**PDN straps and rails**

The bar under the picture is 50 um long. Pins as bars on the die edge.
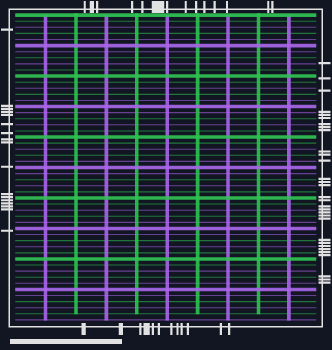
**Cells coloured by class**

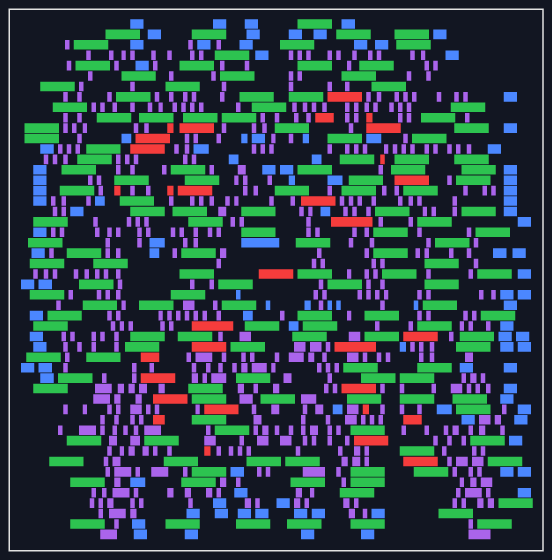
**Clock wires, drivers and flops**

The bar under the picture is 50 um long.
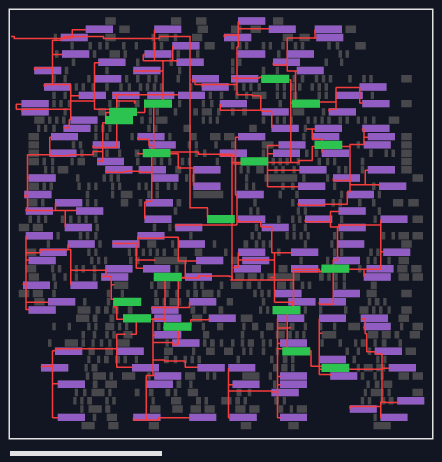
**Signal wires by layer**

The bar under the picture is 50 um long.
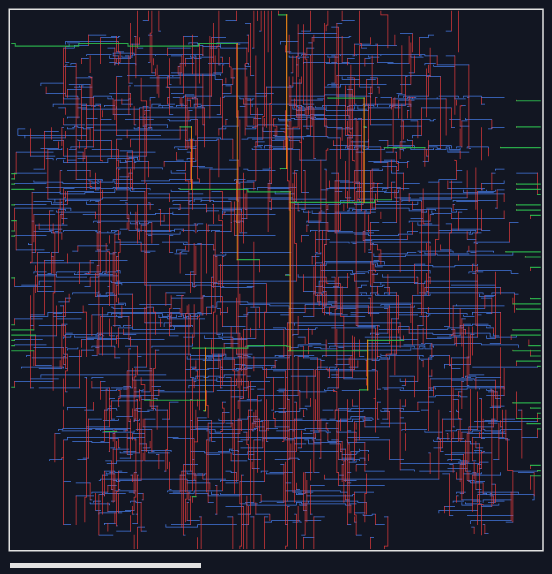
**The clock network**

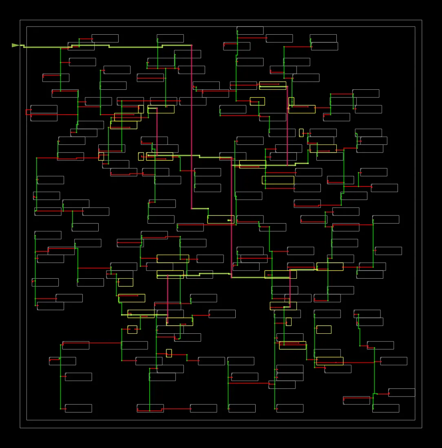
File: config.mk
export PLATFORM = sky130hd
export DESIGN_NAME = adc_frame_sequencer
export DESIGN_NICKNAME = d
export VERILOG_FILES = /design/src/rtl/blaster_pkg.sv /design/src/rtl/adc_lane_deser.sv /design/src/rtl/adc_frame_sequencer.sv
export SDC_FILE = /design/constraint.sdc
export NUM_CORES = 1
export LEC_CHECK = 0
export ABC_AREA = 1
export CELL_PAD_IN_SITES_DETAIL_PLACEMENT = 1
export CELL_PAD_IN_SITES_GLOBAL_PLACEMENT = 1
export CORE_AREA = 2 2 137 139
export CTS_CLUSTER_DIAMETER = 80
export CTS_CLUSTER_SIZE = 24
export DETAILED_ROUTE_END_ITERATION = 16
export DIE_AREA = 0 0 139 141
export GPL_ROUTABILITY_DRIVEN = 0
export GPL_TIMING_DRIVEN = 0
export MAX_ROUTING_LAYER = met4
export PLACE_DENSITY_LB_ADDON = 0.1
export SKIP_LAST_GASP = 1
export SYNTH_ARGS = -nofsm -noshare
export SYNTH_HDL_FRONTEND = slang
export SYNTH_HIERARCHICAL = 1
export SYNTH_SLANG_ARGS = --single-unit
File: constraint.sdc
create_clock -name clk -period 6.4 [get_ports clk]
set_input_delay 0.64 -clock clk [delete_from_list [all_inputs] [get_ports clk]]
set_output_delay 0.64 -clock clk [all_outputs]
set_load 0.1 [all_outputs]
File: src/rtl/blaster_pkg.sv
// blaster_pkg: shared ADC frame sequencer types and default timing constants.
package blaster_pkg;
    localparam int ADC_FRAME_LEN = 16;
    localparam int ADC_LEAD      = 2;
    localparam int ADC_DATA_W    = 12;
    localparam int ADC_PERIOD    = 24;
    localparam int ADC_OVR_W     = 8;
    typedef enum logic [1:0] {IDLE, CONV, QUIET} adc_state_t;
    typedef logic [3:0][ADC_DATA_W-1:0] adc_sample_t;
endpackage

File: src/rtl/adc_lane_deser.sv
// adc_lane_deser: MSB-first shift register for one ADC lane with lead-bit error flag.
module adc_lane_deser
    import blaster_pkg::*;
#(
    parameter int DATA_W = ADC_DATA_W
) (
    input  logic              clk,
    input  logic              reset,
    input  logic              start,
    input  logic              in_lead,
    input  logic              in_data,
    input  logic              sdata,
    output logic [DATA_W-1:0] code,
    output logic              lead_err
);
    always_ff @(posedge clk or posedge reset) begin
        if (reset) begin
            code     <= '0;
            lead_err <= 1'b0;
        end else begin
            if (in_data) code <= {code[DATA_W-2:0], sdata};
            if (start) lead_err <= in_lead & sdata;
            else if (in_lead) lead_err <= lead_err | sdata;
        end
    end
endmodule

File: src/rtl/adc_frame_sequencer.sv
// adc_frame_sequencer: periodic ADC chip-select framing, 4-lane capture and valid/ready sample output.
module adc_frame_sequencer
    import blaster_pkg::*;
#(
    parameter int FRAME_LEN = ADC_FRAME_LEN,
    parameter int LEAD      = ADC_LEAD,
    parameter int DATA_W    = ADC_DATA_W,
    parameter int PERIOD    = ADC_PERIOD,
    parameter int OVR_W     = ADC_OVR_W
) (
    input  logic                clk,
    input  logic                reset,
    input  logic                enable,
    output logic                ad_cs,
    input  logic [1:0]          ad_sdata_a,
    input  logic [1:0]          ad_sdata_b,
    output logic                smp_valid,
    input  logic                smp_ready,
    output logic [4*DATA_W-1:0] smp_data,
    output logic                smp_lead_err,
    output logic [15:0]         smp_seq,
    output logic [OVR_W-1:0]    overrun_cnt,
    output logic                busy
);
    localparam int CW = $clog2(PERIOD);
    localparam logic [CW-1:0] K_LAST = CW'(FRAME_LEN - 1);
    localparam logic [CW-1:0] Q_LAST = CW'(PERIOD - FRAME_LEN - 1);
    localparam logic [CW-1:0] K_LEAD = CW'(LEAD);
    localparam logic [CW-1:0] K_END  = CW'(LEAD + DATA_W);

    adc_state_t          state, state_nx;
    logic [CW-1:0]       cnt, cnt_nx;
    logic                conv, load;
    logic [3:0]          lanes, lead_errs;
    logic [4*DATA_W-1:0] codes;
    logic [15:0]         frame_seq;

    assign conv  = state == CONV;
    assign load  = conv && cnt == K_LAST;
    assign ad_cs = !conv;
    assign busy  = state != IDLE;
    assign lanes = {ad_sdata_b, ad_sdata_a};

    always_ff @(posedge clk or posedge reset) begin
        if (reset) begin
            state <= IDLE;
            cnt   <= '0;
        end else begin
            state <= state_nx;
            cnt   <= cnt_nx;
        end
    end

    // cnt is the bit index in CONV and the quiet-cycle index in QUIET
    always_comb begin
        state_nx = state;
        cnt_nx   = cnt + 1'b1;
        case (state)
            IDLE: begin
                cnt_nx = '0;
                if (enable) state_nx = CONV;
            end
            CONV: if (cnt == K_LAST) begin
                state_nx = QUIET;
                cnt_nx   = '0;
            end
            QUIET: if (cnt == Q_LAST) begin
                state_nx = enable ? CONV : IDLE;
                cnt_nx   = '0;
            end
            default: begin
                state_nx = IDLE;
                cnt_nx   = '0;
            end
        endcase
    end

    for (genvar i = 0; i < 4; i++) begin : g_lane
        adc_lane_deser #(.DATA_W(DATA_W)) u_lane (
            .clk     (clk),
            .reset   (reset),
            .start   (conv && cnt == '0),
            .in_lead (conv && cnt < K_LEAD),
            .in_data (conv && cnt >= K_LEAD && cnt < K_END),
            .sdata   (lanes[i]),
            .code    (codes[i*DATA_W +: DATA_W]),
            .lead_err(lead_errs[i])
        );
    end

    // word loads on the edge ending the last CONV cycle; an unconsumed word is overwritten
    always_ff @(posedge clk or posedge reset) begin
        if (reset) begin
            smp_valid    <= 1'b0;
            smp_data     <= '0;
            smp_lead_err <= 1'b0;
            smp_seq      <= '0;
            frame_seq    <= '0;
            overrun_cnt  <= '0;
        end else begin
            smp_valid <= load | (smp_valid & !smp_ready);
            if (load) begin
                smp_data     <= codes;
                smp_lead_err <= |lead_errs;
                smp_seq      <= frame_seq;
                frame_seq    <= frame_seq + 1'b1;
            end
            if (load && smp_valid && !smp_ready && overrun_cnt != '1)
                overrun_cnt <= overrun_cnt + 1'b1;
        end
    end
endmodule

==> results.txt <==
Implementation results are summarized by area below.

Finish
The post-route netlist has 8.26% of its cells at a drive strength greater than 1. Between the synthesized netlist and the finished layout, the area growth was recorded as 28.2%. The sequential cell count is 149.

The register fraction of the total cell area is 46.7%. Per the area breakdown, the dominant cell category is flip-flops and latches. The layout buffer count excluding clock buffers is 109. The share of final layout cell area taken by non-clock buffers is 13.0%. Fill cells in the final layout number about 2100.

For this run, combinational gates with multiple inputs come to 486. Measured on the final layout, the clock distribution area share stands at 7.51%. The area taken by sequential standard cells is reported as 0.00373 sq mm. The net count of the finished layout is 830. Multi-input logic gates represent a cell area share of 26.8%. The number of antenna repair diodes is 0. The count of clock buffers in the final design is 21.

The non-clock inverter total of the final layout is between 40 and 50.

Logic synthesis
In the Yosys stats the netlist draws on 30 distinct library cells. Summing all multiplexer cells gives an area fraction of 0%. The complex-gate fraction of the synthesized area is ~1.6%.

The synthesis report lists the Yosys warning total as 6. The average cell area after synthesis is about 9 sq um. In the Yosys report the total cell count is 708. The simple logic cell fraction of the synthesized area is 27.9%. Counting every net in the synthesized netlist gives 727. Synthesis handed over a netlist of between 700 and 800 instances. The mapped cell area is around 0.0062 sq mm.

The cell-mix breakdown from Yosys lists the adder-cell area share as 2.21%. Summing the areas of all xor and xnor instances in the mapped netlist gives 2.65% of the synthesized area. Of the combinational cells, the family taking the most area is simple AND/OR/NAND/NOR gates.

Setup path
The delay contributed by the slowest stage of the critical path is 1.14 ns. The worst endpoint data arrival time is about 2.4 ns. The category of the worst setup path launch point is a register.

The setup slack of the most critical reg-to-reg path is approximately 4.3 ns. Looking at the setup timing report, the critical path kind is register to primary output. The cell family with the largest share of critical-path delay is buffers and inverters.

The combined buffer and inverter count along the critical path is 4. The critical path capture point type is a primary output. The worst setup path endpoint is ad_cs. The largest fanout on the critical path is 7. The highest-delay cell along the critical path is clkdlybuf4s50_1. For the worst flop-to-flop path, the logic depth is 9. The launch point of the worst reg-to-reg path is cnt[1]. The endpoint identified for the worst register-to-register timing path is smp_seq[4]. The critical path required time is 5.76 ns.

Global route
The global routing usage summed across all routing layers is 17.1%. The final global-route overflow total is 0. Entering global routing, the biggest net connects 66 pins. The first global-routing pass estimated 26000 um of wire. The number of global-route vias before repair was 5209. The initial antenna violation count was 0.

Die
Pin placement for this block handled 84 I/O pins. The initial utilization of the core area, before any placement, comes to 34.1%. The cell row count is approximately 50. The flow inserted between 200 and 250 tap cells. The area of the die is 0.0196 sq mm. The chip width is between 100 and 150 um. The core outline area is 0.0183 sq mm.

Timing
Setup slack on the critical path of the routed design comes to 3.34 ns. The slew at the pin closest to its max-slew limit is slightly below 1 ns. The final number of max-transition violations is 0. The number of hold violations in the final report is 0. In the final timing run, aggregate negative setup slack is 0 ns.

The count of endpoints failing setup in the final report is 0. Setup repair after global routing left no endpoint under its margin. For this run, the top clock speed supported by timing is 327 MHz.

After layout, the worst path uses a little under half of the clock period. The clock period minus worst slack is 3.06 ns.

CTS
The number of buffers added to fix hold violations after cts is 0. The root buffer cell chosen for the clock tree is clkbuf_16. The report lists the number of cells resized after CTS as 0. TritonCTS built the clock tree.

According to the CTS report, the clock sink count is 149. The clock slew at the register clock pins of the worst setup and hold paths is ~0.06 ns. The clock tree buffer depth is 2.

Placement
Note, the detailed placer reported a final HPWL of 10800 um. The number of placed instances, taps included is roughly 1000. The placement report lists the number of port buffers as 83. STA on the placed design reports a worst setup slack of 3.77 ns.

Drt
The via count is 4722. TritonRoute output was used to compute an average wire per cell of around 14 um. After the first detailed-routing iteration, the DRC count stood at 216.

In the routed design, unresolved DRC markers number 0. Per the post-route antenna check, the number of violating nets is 0.

Flow run
The tool warning count is 32. The number of maximum-capacitance violations recorded for the run is 0.

Run status
The run finished with clean final reports.

Pwr
Per the OpenROAD power report, leakage power amounts to 4.17 nW.

Worst hold path
The tightest min-delay check is of the register to register type.
## Picture notes: 'PDN straps and rails'
legend:
  purple:
    net: VSS
  green:
    net: VDD
rows: 50
met5 straps: 10
met4 straps: 9
signal pins: 84

## Picture notes: 'cells coloured by class'
legend:
  purple:
    class: combinational and other logic
    cells: 534
    share_of_their_area: 30%
  red:
    class: clock drivers and dummy loads
    cells: 31
    share_of_their_area: 7.8%
  blue:
    class: other buffers and delay cells
    cells: 109
    share_of_their_area: 13%
  green:
    class: flops
    cells: 149
    share_of_their_area: 48%

## Picture notes: 'clock wires, drivers and flops'
legend:
  red:
    item: clock wires
    length: 1990 um
  purple:
    item: flip-flops
    count: 149
  green:
    item: clock drivers
    count: 17
flops lie: widely spread
routed clock nets: 18

## Picture notes: 'signal wires by layer'
legend:
  blue:
    layer: metal 1
    wire_length: 7150 um
  orange:
    layer: metal 4
    wire_length: 211 um
  red:
    layer: metal 2
    wire_length: 7210 um
  green:
    layer: metal 3
    wire_length: 407 um

## Picture notes: 'the clock network'
clock tree skew after final layout: 0.00723 ns
number of buffers created by CTS: 17

==> cells in the final DEF, fill, tap and decap left out, types with 2 or more instances in the layout <==
cell               n
a21oi_1            3
buf_2              5
buf_4              9
buf_6              6
bufinv_16          3
clkbuf_1           5
clkbuf_16         17
clkbuf_8           3
clkdlybuf4s50_1   83
clkinv_2           6
dfrtp_1          149
ha_1              11
inv_1             41
inv_2              6
nand2_1          383
nand3_1           12
nand4_1            4
nor2_1            21
nor2_2             2
nor2_4             3
nor3_1             3
nor4_1             2
o21ai_0           14
o21ai_1            3
xnor2_1            5
xor2_1            12
==> worst min path at each step <==
stage	start	to	slack, ns	cells past startpoint
2_1_floorplan	cnt[0]	cnt[0]	0.43	1
3_3_place_gp	cnt[0]	cnt[0]	0.45	1
3_5_place_dp	g_lane[1].u_lane/lead_err	g_lane[1].u_lane/lead_err	0.46	2
4_1_cts	g_lane[1].u_lane/lead_err	g_lane[1].u_lane/lead_err	0.48	2
5_1_grt	cnt[0]	cnt[0]	0.50	1
6_report	g_lane[1].u_lane/lead_err	g_lane[1].u_lane/lead_err	0.47	2
==> stage by stage <==
stage / hold WS (ns) / utilization, % / instance area, sq um
after floorplan: 0.431 / - / 6230
after global placement: 0.450 / 40.2 / 7350
after detailed placement: 0.464 / 40.4 / 7380
after CTS: 0.478 / 43.7 / 7980
after global routing: 0.500 / 43.7 / 7980
final: 0.473 / 43.7 / 7980
==> cell usage after synthesis, types with 3 or more instances <==
cell type | instances | area (sq um)
inv_1 | 42 | 158
inv_2 | 6 | 22.5
xor2_1 | 12 | 105
o21ai_1 | 3 | 15.0
clkbuf_1 | 4 | 15.0
buf_2 | 5 | 25.0
nand2_1 | 383 | 1440
buf_6 | 6 | 67.6
nand3_1 | 12 | 60.1
a21oi_1 | 3 | 15.0
nor2_4 | 3 | 33.8
o21ai_0 | 14 | 70.1
nor2_1 | 22 | 82.6
dfrtp_1 | 149 | 3730
xnor2_1 | 5 | 43.8
ha_1 | 11 | 138
nand4_1 | 4 | 25.0
buf_4 | 9 | 67.6
nor3_1 | 3 | 15.0
==> worst reg2reg max path, cell delays in order, from the launching register on <==
cell and delay (ns):
dfrtp_1 0.40, ha_1 0.18, nand2_1 0.08, nor2_1 0.14
ha_1 0.30, nand2_4 0.16, inv_2 0.12, clkbuf_1 0.43
nand2_1 0.16, nand2_1 0.10
==> per-layer routing <==
layer | global-route usage [%] | share of wire, %
met4 | 4.89 | 1.4
met3 | 3.46 | 2.7
met5 | - | 0
met1 | 21.8 | 48
met2 | 27.8 | 48
==> kinds of logic after synthesis <==
group	count (synthesis)
xor+xnor	18
simple gates	437
compound gates	20
fa+ha+maj	11
buf+inv	73
flops	149
==> flip-flops by register name, indices dropped and copies added, names as in the netlist <==
signal / count
g_lane.u_lane/code: 48
smp_data: 48
frame_seq: 16
smp_seq: 16
overrun_cnt: 8
cnt: 5
g_lane.u_lane/lead_err: 4
state: 2
smp_lead_err: 1
smp_valid: 1
==> where the power goes <==
part / internal [mW] / leakage [nW] / switching (mW)
logic: 0.0950 / 1.82 / 0.215
clock network: 0.639 / 0.302 / 0.383
registers: 1.01 / 2.05 / 0.0580
total: 1.75 / 4.17 / 0.655
Power and IR drop assume default switching activity.
